`config.mk`:
```
export PLATFORM = sky130hd
export DESIGN_NAME = latched_modifier_bank
export DESIGN_NICKNAME = d
export VERILOG_FILES = /design/src/rtl/latched_modifier_pkg.sv /design/src/rtl/sm_sat_adder.sv /design/src/rtl/latched_modifier_bank.sv
export SDC_FILE = /design/constraint.sdc
export NUM_CORES = 1
export LEC_CHECK = 0
export CAP_MARGIN = 10
export CORE_ASPECT_RATIO = 1.75
export CORE_UTILIZATION = 58
export CTS_CLUSTER_DIAMETER = 60
export DETAILED_ROUTE_END_ITERATION = 8
export GPL_ROUTABILITY_DRIVEN = 1
export GPL_TIMING_DRIVEN = 1
export PLACE_DENSITY = 0.85
export SYNTH_ARGS = -nofsm -noshare
export SYNTH_HDL_FRONTEND = slang
export SYNTH_HIERARCHICAL = 1
export SYNTH_SLANG_ARGS = --single-unit
```
`constraint.sdc`:
```
create_clock -name CLK -period 8.35 [get_ports CLK]
set_input_delay 2.0875 -clock CLK [delete_from_list [all_inputs] [get_ports CLK]]
set_output_delay 2.0875 -clock CLK [all_outputs]
set_load 0.05 [all_outputs]
```
`src/rtl/latched_modifier_pkg.sv`:
```
// Shared types for the latched modifier bank.
// Request fields are sized to the widest supported channel/magnitude.
package latched_modifier_pkg;

    localparam int REQ_N_MAX  = 32;
    localparam int REQ_CW_MAX = 8;

    typedef enum logic {
        MODE_LOAD  = 1'b0,
        MODE_ACCUM = 1'b1
    } mode_e;

    typedef struct packed {
        logic [REQ_CW_MAX-1:0] ch;
        mode_e                 mode;
        logic [REQ_N_MAX-1:0]  mag;
        logic                  sgn;
        logic                  valid;
    } req_t;

endpackage

```
`src/rtl/sm_sat_adder.sv`:
```
// Saturating sign-magnitude adder with zero canonicalisation.
// Operand a is the stored value, operand b the modifier.
module sm_sat_adder #(
    parameter int N = 8
) (
    input  logic [N-1:0] a_mag,
    input  logic         a_sgn,
    input  logic [N-1:0] b_mag,
    input  logic         b_sgn,
    output logic [N-1:0] r_mag,
    output logic         r_sgn,
    output logic         sat
);

    logic [N:0] sum;

    always_comb begin
        sum   = {1'b0, a_mag} + {1'b0, b_mag};
        r_mag = a_mag;
        r_sgn = a_sgn;
        sat   = 1'b0;
        if (a_sgn == b_sgn) begin
            if (sum[N]) begin
                r_mag = '1;
                sat   = 1'b1;
            end else begin
                r_mag = sum[N-1:0];
            end
        end else if (b_mag > a_mag) begin
            r_mag = b_mag - a_mag;
            r_sgn = b_sgn;
        end else begin
            r_mag = a_mag - b_mag;
        end
        if (r_mag == '0) begin
            r_sgn = 1'b0;
        end
    end

endmodule

```
`src/rtl/latched_modifier_bank.sv`:
```
// Multi-channel sign-magnitude modifier register bank.
// Three-stage request/compute/write-back pipeline with S3->S2 forwarding.
module latched_modifier_bank
    import latched_modifier_pkg::*;
#(
    parameter int N   = 8,
    parameter int NCH = 4,
    parameter int CW  = 2
) (
    input  logic             CLK,
    input  logic             INIT,
    input  logic [N-1:0]     INITIAL_VALUE,
    input  logic             INITIAL_SIGN,
    input  logic             EN,
    input  logic             TRIG,
    input  logic [CW-1:0]    CH_SEL,
    input  logic             MODE,
    input  logic [N-1:0]     MODIFIER,
    input  logic             SIGN_MODIFIER,
    output logic [NCH*N-1:0] OUT_BUS,
    output logic [NCH-1:0]   SIGN_BUS,
    output logic [NCH-1:0]   SAT_FLAGS,
    output logic             DONE,
    output logic [CW-1:0]    DONE_CH
);

    logic [N-1:0]   mag_q [NCH];
    logic [NCH-1:0] sgn_q;
    logic [NCH-1:0] sat_q;

    req_t           s1_q;
    req_t           s1_d;
    logic           accept;

    logic           s2_valid_q;
    logic [CW-1:0]  s2_ch_q;
    logic [N-1:0]   s2_mag_q;
    logic           s2_sgn_q;
    logic           s2_sat_q;

    logic           done_q;
    logic [CW-1:0]  done_ch_q;

    logic [CW-1:0]  s1_ch;
    logic [N-1:0]   s1_mod;
    logic           fwd;
    logic [N-1:0]   cur_mag;
    logic           cur_sgn;
    logic [N-1:0]   acc_mag;
    logic           acc_sgn;
    logic           acc_sat;
    logic [N-1:0]   nxt_mag;
    logic           nxt_sgn;
    logic           nxt_sat;

    // Out-of-range channels never enter the pipeline.
    assign accept = TRIG & EN & ~INIT & (int'(CH_SEL) < NCH);

    always_comb begin
        s1_d       = '0;
        s1_d.ch    = REQ_CW_MAX'(CH_SEL);
        s1_d.mode  = mode_e'(MODE);
        s1_d.mag   = REQ_N_MAX'(MODIFIER);
        s1_d.sgn   = SIGN_MODIFIER;
        s1_d.valid = accept;
    end

    assign s1_ch  = CW'(s1_q.ch);
    assign s1_mod = N'(s1_q.mag);

    // The write-back in flight this cycle is newer than the register file.
    always_comb begin
        fwd     = s2_valid_q && (s2_ch_q == s1_ch);
        cur_mag = fwd ? s2_mag_q : mag_q[s1_ch];
        cur_sgn = fwd ? s2_sgn_q : sgn_q[s1_ch];
    end

    sm_sat_adder #(
        .N(N)
    ) u_adder (
        .a_mag(cur_mag),
        .a_sgn(cur_sgn),
        .b_mag(s1_mod),
        .b_sgn(s1_q.sgn),
        .r_mag(acc_mag),
        .r_sgn(acc_sgn),
        .sat  (acc_sat)
    );

    always_comb begin
        nxt_mag = acc_mag;
        nxt_sgn = acc_sgn;
        nxt_sat = acc_sat;
        unique case (s1_q.mode)
            MODE_LOAD: begin
                nxt_mag = s1_mod;
                nxt_sgn = s1_q.sgn & (|s1_mod);
                nxt_sat = 1'b0;
            end
            MODE_ACCUM: begin
                nxt_mag = acc_mag;
                nxt_sgn = acc_sgn;
                nxt_sat = acc_sat;
            end
            default: begin
                nxt_mag = acc_mag;
            end
        endcase
    end

    always_ff @(posedge CLK) begin
        if (INIT) begin
            for (int i = 0; i < NCH; i++) begin
                mag_q[i] <= INITIAL_VALUE;
            end
            sgn_q      <= {NCH{INITIAL_SIGN & (|INITIAL_VALUE)}};
            sat_q      <= '0;
            s1_q       <= '0;
            s2_valid_q <= 1'b0;
            s2_ch_q    <= '0;
            s2_mag_q   <= '0;
            s2_sgn_q   <= 1'b0;
            s2_sat_q   <= 1'b0;
            done_q     <= 1'b0;
            done_ch_q  <= '0;
        end else begin
            s1_q       <= s1_d;
            s2_valid_q <= s1_q.valid;
            s2_ch_q    <= s1_ch;
            s2_mag_q   <= nxt_mag;
            s2_sgn_q   <= nxt_sgn;
            s2_sat_q   <= nxt_sat;
            done_q     <= s2_valid_q;
            if (s2_valid_q) begin
                mag_q[s2_ch_q] <= s2_mag_q;
                sgn_q[s2_ch_q] <= s2_sgn_q;
                sat_q[s2_ch_q] <= sat_q[s2_ch_q] | s2_sat_q;
                done_ch_q      <= s2_ch_q;
            end
        end
    end

    for (genvar i = 0; i < NCH; i++) begin : g_bus
        assign OUT_BUS[i*N +: N] = mag_q[i];
    end

    assign SIGN_BUS  = sgn_q;
    assign SAT_FLAGS = sat_q;
    assign DONE      = done_q;
    assign DONE_CH   = done_ch_q;

endmodule

```
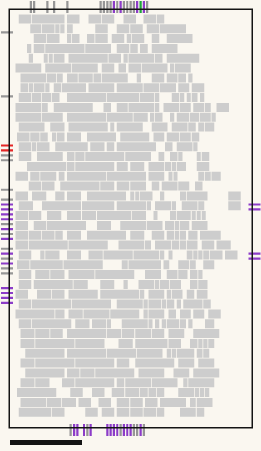
run_1/pinout.png
Scale bar: 20 microns. Pins as bars across the die edge, other pins in grey.
purple -> `OUT_BUS`  # pins 32, direction output, edge 12 bottom, 12 left, 4 right, 4 top
green -> `SIGN_MODIFIER`  # pins 1, direction input, edge top
red -> `DONE_CH`  # pins 2, direction output, edge left
all pins by edge = 26 left, 20 top, 18 bottom, 4 right
vertical die dimension: 115 microns
input/output buffers: 67
Chip Width: 66.8 microns

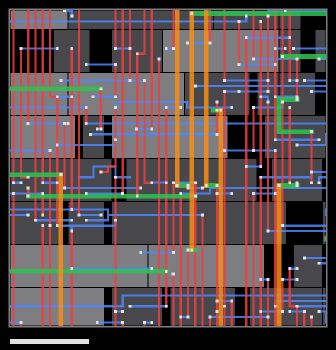
run_1/closeup.png
Scale bar: 5 microns. Window x 23 to 43, y 71 to 91 microns. Cells in grey, sequential cells in the stronger grey; small squares are vias.
green -> M3
red -> M2
blue -> M1
orange -> M4
netlist names of flops here include = `mag_q` (2), `s2_mag_q` (2)
cells with their middle in the window = 24
most frequent = dfxtp_1 (4), mux2_2 (3)
sequential cells in the window = 6

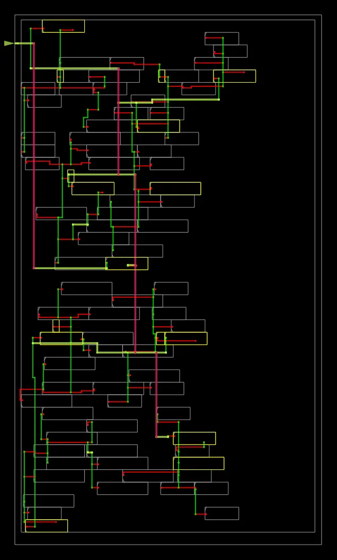
run_1/clock_nets.png
final-layout clock buffer total: 9
clock insertion delay at the later pin of the skew report: 340 ps
post-route clock skew: 3.25 ps

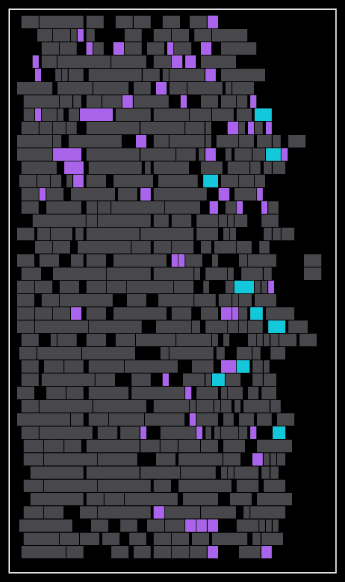
run_1/gates.png
purple -> nor cells  # cells 53, most used nor2_1
cyan -> non-inverting ao/oa cells  # cells 9, most used a21o_1
combinational fraction of the cell area: 43.8%
leading cell type in the layout, fill and taps excluded: clkdlybuf4s50_1

==> flow_metrics.py, run 1 <==
# Generated from Yosys and OpenROAD reports
metrics = {
    "routing": {
        "first_iter_violations": 165,
        "totalWireLength_microns": 11100,
        "via_per_inst": 6.14,
        "remaining_design_rule_violation_count": 0,
        "number_of_optimization_iterations_in_the_first_detailed_route_pass": 6,
        "drt.antenna.violating_nets": 0,
    },
    "synth": {
        "yosys_most_used_dff": "edfxtp_1",
        "synth.area.top_cells": "edfxtp_1, dfxtp_1, mux2_2",
        "synth.yosys.warnings": 6,
        "post_synthesis_instance_area_sq_um": 4260,
        "synth.top_cell.area_share_pct": 25.4,
        "synth_stat.cells": 372,
        "yosysUniqueCellTypes": 70,
        "yosys.cell_count.top_type": "mux2_2",
        "async_flop_share_pct": 0,
        "synth_chip_area_sq_um": 4260,
        "synthTopCellsByCount": "mux2_2, edfxtp_1, dfxtp_1, inv_1, nor2_1",
        "numSynthFlops": 69,
        "syn_nets": 424,
        "edf_count": 36,
        "syn_area_per_cell_sq_um": 11.4,
    },
    "placement": {
        "detailedPlacementHpwl_microns": 7990,
        "place.gp.congestion": 0.975,
    },
    "grt": {
        "global_route_wire_length_before_repair_microns": 17500,
        "overflow_left_after_global_routing": 0,
        "grt_start_max_net_pins": 49,
        "grt_pass1_vias": 3419,
    },
    "worst_hold_path": {
        "timing.hold.worst.start": "s1_q[0]",
        "timing.hold.worst_endpoint": "s2_valid_q",
        "hold_depth": 1,
    },
    "layout": {
        "filler_cell_count": 460,
        "area_delta_synth_final_pct": 22.5,
        "layout_net_count": 484,
        "antenna_cells": 0,
        "area_of_all_sequential_standard_cells_sq_um": 1740,
        "fin_area_sq_um": 5220,
    },
    "critical_path": {
        "worst-endpoint-arrival_ps": 4550,
        "path_max_fanout": 11,
        "cp_cell_instances": "mux4_2 > mux2_2 > ha_1 > fa_1 > nand2b_4 > a2111o_1 > a31oi_2 > or2_1 > o31ai_1 > o22ai_2 > nor4_1 > a21oi_1 > nand2_1 > a21oi_1",
        "worstPathBufferInverterCount": 0,
        "rr_startpoint": "s1_ch[0]",
        "worst_r2r_path_depth": 14,
        "slowest_delay_ps": 740,
        "timing.critical_path.max_delay_family": "simple AND/OR/NAND/NOR gates",
        "critical-path-slowest-cell": "dfxtp_1",
        "kind_of_end_point_of_the_critical_path": "flip-flop",
        "crit_path_frequent_cell": "a21oi_1",
        "cp_data_required_time_ps": 8550,
        "worst_r2r_endpoint": "s2_sgn_q",
    },
    "timing": {
        "final.setup.tns_ps": 0,
        "maxClockFrequency_ghz": 0.230,
        "hold_viol": 0,
        "timing.final.setup_violations": 0,
        "rsz0062_at_grt": "false",
        "final_period_minus_worst_setup_slack_ps": 4350,
        "timing_worst_slew_pin_value_ps": 969,
        "timing.slew.headroom_pct": 35.3,
    },
    "power_and_ir_drop": {
        "clock_power_share_pct": 37.0,
        "irDropWorstVdd_mv": 0.199,
        "switching_power_mw": 0.316,
        "p_seq_share_pct": 37.9,
        "total_leakage_power_nw": 2.04,
        "p_per_area_nw_per_um2": 203,
        "intPower_mw": 0.746,
        "power.total_mw": 1.06,
    },
    "die": {
        "die_area_sq_um": 7700,
        "top_level_pins": 68,
        "row_count": 41,
        "fp.coreArea_sq_um": 7130,
    },
    "run": {
        "tool_warnings": 43,
    },
    "clock_network": {
        "worst_setup_hold_path_clk_slew_ps": 50,
        "post_cts_hold_buffer_count": 0,
        "cts_buffers": 9,
        "cts.htree.levels": 3,
        "tritoncts_clock_tree": "built",
        "cts_repair_resize_count": 0,
        "cts.sinks": 69,
    },
    "outcome": {
        "status": "complete, no violations",
    },
}
==> run 1: area by class of cell <==
type                            instances  area share (%)
Inverter                               27            1.94
Clock buffer                            9            4.32
Clock inverter                          7            1.53
Tap cell                               86            2.06
Multi-Input combinational cell        257            43.8
Timing Repair Buffer                   68            13.0
Sequential cell                        69            33.4
==> run 1: power by group through the flow <==
| stage | logic [mW] | registers, mW | clock network [mW] |
|---|---|---|---|
| floorplan | 0.162 | 0.433 | 0 |
| detailed placement | 0.260 | 0.408 | 0 |
| finish | 0.266 | 0.403 | 0.392 |
| global placement | 0.257 | 0.407 | 0 |
| CTS | 0.263 | 0.402 | 0.395 |
| global route | 0.286 | 0.404 | 0.412 |
==> run 1: kinds of logic after synthesis <==
family / Yosys count / synth area share [%]
compound gates: 62 / 10.9
xor+xnor: 8 / 1.65
fa+ha+maj: 27 / 8.46
buf+inv: 46 / 5.47
flops: 69 / 40.9
mux: 64 / 19.1
simple gates: 96 / 13.5
==> run 1: flip-flops by register name (all words and copies together) (netlist names) <==
name / cells
DONE_CH: 2
SAT_FLAGS: 4
s1_q: 3
SIGN_BUS: 4
s1_mod: 8
mag_q: 32
s2_mag_q: 8
s2_sgn_q: 1
s2_sat_q: 1
DONE: 1
s1_ch: 2
s2_ch_q: 2
s2_valid_q: 1
==> run 1: worst register-to-register path, delay by kind of cell, from the launching register on <==
family / cells / cell delay [ps]
multiplexers: 2 / 910
AND-OR/OR-AND: 6 / 920
adder cells (fa/ha/maj): 2 / 670
AND/OR/NAND/NOR: 4 / 970
flip-flops: 1 / 740
==> run 1: per-stage QoR <==
step	hold WS (ps)	worst slack [ps]	util, %	instances
3_5_place_dp	437	4090	68.9	507
3_3_place_gp	430	4130	68.9	507
6_report	446	4000	73.2	523
2_1_floorplan	414	4790	-	372
4_1_cts	450	4040	73.2	523
5_1_grt	453	3760	73.2	523
==> run 1: cell usage in the layout (no fill, tap or decap), types with 5 or more instances in the layout <==
cell,synthesis,routed
a21oi_1,13,13
clkbuf_16,0,9
clkdlybuf4s50_1,0,67
dfxtp_1,33,33
edfxtp_1,36,36
ha_1,24,24
inv_1,26,26
mux2_2,40,40
mux2i_1,13,13
mux4_2,8,8
nand2_1,13,13
nand2b_1,5,5
nor2_1,25,25
nor2b_1,20,20
o21ai_0,7,7
o21bai_1,5,5
xnor2_1,6,6
==> run 1: how the worst max path moves through the flow <==
stage	depth (start not counted)	slack, ps	to
6_report	14	4000	s2_sgn_q
5_1_grt	15	3760	s2_sgn_q
3_3_place_gp	14	4130	s2_sgn_q
2_1_floorplan	14	4790	s2_sgn_q
3_5_place_dp	14	4090	s2_sgn_q
4_1_cts	14	4040	s2_sgn_q
==> run 1: routing by layer <==
layer / global-route usage, % / part of all wire, % / wire length [microns] / up-vias
met1: 33.1 / 34 / 3780 / 1565
met3: 7.14 / 5.9 / 659 / 45
met5: 0 / 0 / 0 / -
met2: 56.8 / 55 / 6080 / 137
met4: 22.3 / 5.3 / 587 / 0
li1: - / - / - / 1462
--- run 2 (diff from run 1) ---
--- a/config.mk
+++ b/config.mk
@@ -7,12 +7,12 @@
 export LEC_CHECK = 0
 export CAP_MARGIN = 10
 export CORE_ASPECT_RATIO = 1.75
-export CORE_UTILIZATION = 58
+export CORE_UTILIZATION = 54
 export CTS_CLUSTER_DIAMETER = 60
 export DETAILED_ROUTE_END_ITERATION = 8
 export GPL_ROUTABILITY_DRIVEN = 1
 export GPL_TIMING_DRIVEN = 1
-export PLACE_DENSITY = 0.85
+export PLACE_DENSITY = 0.8
 export SYNTH_ARGS = -nofsm -noshare
 export SYNTH_HDL_FRONTEND = slang
 export SYNTH_HIERARCHICAL = 1
==> constraint.sdc (replaced) <==
create_clock -name CLK -period 4.1 [get_ports CLK]
set_input_delay 1.025 -clock CLK [delete_from_list [all_inputs] [get_ports CLK]]
set_output_delay 1.025 -clock CLK [all_outputs]
set_load 0.05 [all_outputs]
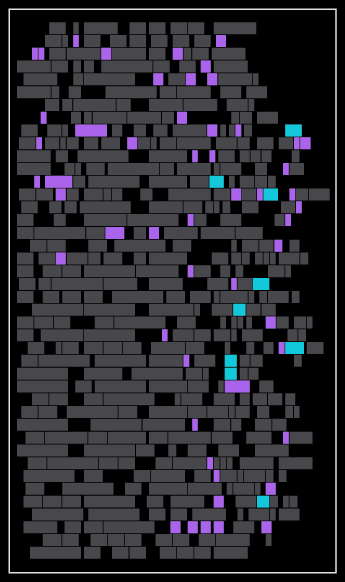
run_2/gates.png
combinational fraction of the cell area: 43.4%
final std cells w/o fill: 535

==> run 2 against run 1 <==
Compared with the run above: maximum frequency is 13% higher; synthesized area stayed put; final cell count is 2.3% higher; clock skew is 1.5 ps higher; clock-buffer cell count is 2 higher; die size is 7.2% higher; register-to-register slack worse by 3800 ps; global-route usage is 5.7 points lower; largest power group unchanged; via count is 2.0% lower.
==> flow_metrics.py, run 2 <==
# Generated from Yosys and OpenROAD reports
metrics = {
    "power_and_ir_drop": {
        "intPower_mw": 1.47,
        "p_seq_share_pct": 38.6,
        "switching_power_mw": 0.632,
        "power.total_mw": 2.10,
        "irDropWorstVdd_mv": 0.355,
        "total_leakage_power_nw": 2.08,
        "p_per_area_nw_per_um2": 398,
        "clock_power_share_pct": 35.0,
    },
    "critical_path": {
        "worstPathBufferInverterCount": 2,
        "timing.critical_path.max_delay_family": "multiplexers",
        "worst_r2r_path_depth": 15,
        "critical-path-slowest-cell": "mux4_1",
        "kind_of_end_point_of_the_critical_path": "flip-flop",
        "path_max_fanout": 9,
        "worst-endpoint-arrival_ps": 4060,
        "worst_r2r_endpoint": "s2_sgn_q",
        "rr_startpoint": "s1_ch[0]",
        "crit_path_frequent_cell": "a21oi_1",
        "slowest_delay_ps": 550,
        "cp_data_required_time_ps": 4300,
        "cp_cell_instances": "buf_4 > mux4_1 > mux2_2 > inv_1 > ha_1 > a21oi_1 > o21ai_4 > o21ai_4 > mux2_4 > a21oi_2 > xnor2_1 > nor4b_2 > a21oi_1 > nand2_1 > a21oi_1",
    },
    "routing": {
        "remaining_design_rule_violation_count": 0,
        "via_per_inst": 5.88,
        "number_of_optimization_iterations_in_the_first_detailed_route_pass": 6,
        "totalWireLength_microns": 10500,
        "drt.antenna.violating_nets": 0,
        "detailroute.via_count": 3144,
        "first_iter_violations": 105,
    },
    "synth": {
        "async_flop_share_pct": 0,
        "synth_stat.cells": 372,
        "post_synthesis_instance_area_sq_um": 4260,
        "synthTopCellsByCount": "mux2_2, edfxtp_1, dfxtp_1, inv_1, nor2_1",
        "synth_chip_area_sq_um": 4260,
        "syn_area_per_cell_sq_um": 11.4,
        "synth.top_cell.area_share_pct": 25.4,
        "numSynthFlops": 69,
        "edf_count": 36,
        "yosys_most_used_dff": "edfxtp_1",
        "synth.yosys.warnings": 6,
        "yosysUniqueCellTypes": 70,
        "syn_nets": 424,
        "synth.area.top_cells": "edfxtp_1, dfxtp_1, mux2_2",
        "yosys.cell_count.top_type": "mux2_2",
    },
    "layout": {
        "final_layout_top_logic_cell": "clkdlybuf4s50_1",
        "area_of_all_sequential_standard_cells_sq_um": 1740,
        "largest_reg_flops": 32,
        "layout_net_count": 494,
        "finalCoreUtilization_pct": 69.3,
        "layout.cells.most_common_list": "clkdlybuf4s50_1, mux2_2, edfxtp_1, dfxtp_1, inv_1",
        "antenna_cells": 0,
        "max_flop_register": "mag_q",
        "filler_cell_count": 556,
        "area_delta_synth_final_pct": 24.0,
    },
    "clock_network": {
        "worstSkewPairLatency_ps": 330,
        "cts.htree.levels": 3,
        "tritoncts_clock_tree": "built",
        "worst_setup_hold_path_clk_slew_ps": 50,
        "cts_buffers": 9,
    },
    "die": {
        "fp.dieW_microns": 69.1,
        "die_area_sq_um": 8260,
        "row_count": 42,
        "die_height_microns": 119,
        "fp.coreArea_sq_um": 7620,
        "top_level_pins": 68,
    },
    "grt": {
        "antenna_found_initial": 0,
        "grt_pass1_vias": 3213,
        "overflow_left_after_global_routing": 0,
        "global_route_wire_length_before_repair_microns": 16700,
        "grt_start_max_net_pins": 31,
    },
    "timing": {
        "maxClockFrequency_ghz": 0.259,
        "post_route_clock_skew_ps": 4.74,
        "timing.slew.headroom_pct": 40.5,
        "final.setup.tns_ps": 0,
        "timing_worst_slew_pin_value_ps": 891,
        "hold_viol": 0,
        "final_period_minus_worst_setup_slack_ps": 3850,
        "rsz0062_at_grt": "false",
        "timing.final.setup_violations": 0,
    },
    "worst_hold_path": {
        "hold_depth": 1,
        "timing.hold.worst.start": "s1_q[0]",
    },
    "run": {
        "tool_warnings": 42,
    },
    "placement": {
        "placedCellCount": 519,
        "detailedPlacementHpwl_microns": 8160,
        "place.gp.congestion": 0.978,
        "port-buffer-count": 67,
    },
    "outcome": {
        "status": "complete, no violations",
    },
}
==> run 2: cell counts after synthesis <==
Identical to the previous run, type by type.
==> run 2: metal layers <==
metal	routed length (microns)	track usage (%)	vias to the layer above
li1	-	-	1478
met1	3880	28.6	1545
met2	5750	48.4	88
met3	342	4.65	33
met4	537	15.7	0
met5	0	0	-
==> run 2: timing repair <==
| item | in CTS | in global routing |
|---|---|---|
| hold buffers | 0 | 0 |
| gates resized | 0 | 1 |
| setup endpoints to repair | 0 | 1 |
==> run 2: layout make-up <==
class                   instances  area share (%)
clock inverters                 5           0.972
clock buffers                  11            4.41
inverters                      27            1.92
repair buffers                 78            14.3
multi-input cells             257            43.4
well taps                      88            2.09
flip-flops and latches         69            33.0
==> run 2: logic make-up after synthesis <==
| family | count (synthesis) | synth area share, % |
|---|---|---|
| flip-flops | 69 | 40.9 |
| XOR/XNOR | 8 | 1.65 |
| multiplexers | 64 | 19.1 |
| AND/OR/NAND/NOR | 96 | 13.5 |
| adder cells (fa/ha/maj) | 27 | 8.46 |
| buffers and inverters | 46 | 5.47 |
| AND-OR/OR-AND | 62 | 10.9 |
==> run 2: stage by stage <==
step,area (sq um),setup WS [ps]
2_1_floorplan,4260,544
3_3_place_gp,4990,295
3_5_place_dp,4990,199
4_1_cts,5270,168
5_1_grt,5280,41.1
6_report,5280,245
==> run 2: how the worst max path moves through the flow <==
stage,cells after the start,endpoint,start,slack (ps)
after floorplan,14,s2_sgn_q,mag_q[3][0],540
after global placement,16,s2_sgn_q,s1_ch[0],300
after detailed placement,15,s2_sgn_q,s1_ch[0],200
after CTS,15,s2_sgn_q,s1_ch[0],170
after global routing,15,s2_sgn_q,s1_ch[0],40
final,15,s2_sgn_q,s1_ch[0],250
==> run 2: power by group through the flow <==
| stage | registers [mW] | clock network, mW | logic, mW |
|---|---|---|---|
| finish | 0.811 | 0.735 | 0.557 |
| floorplan | 0.882 | 0 | 0.331 |
| global route | 0.815 | 0.777 | 0.596 |
| detailed placement | 0.823 | 0 | 0.546 |
| CTS | 0.810 | 0.751 | 0.551 |
| global placement | 0.821 | 0 | 0.543 |
Power is estimated from default activity; no workload was simulated.
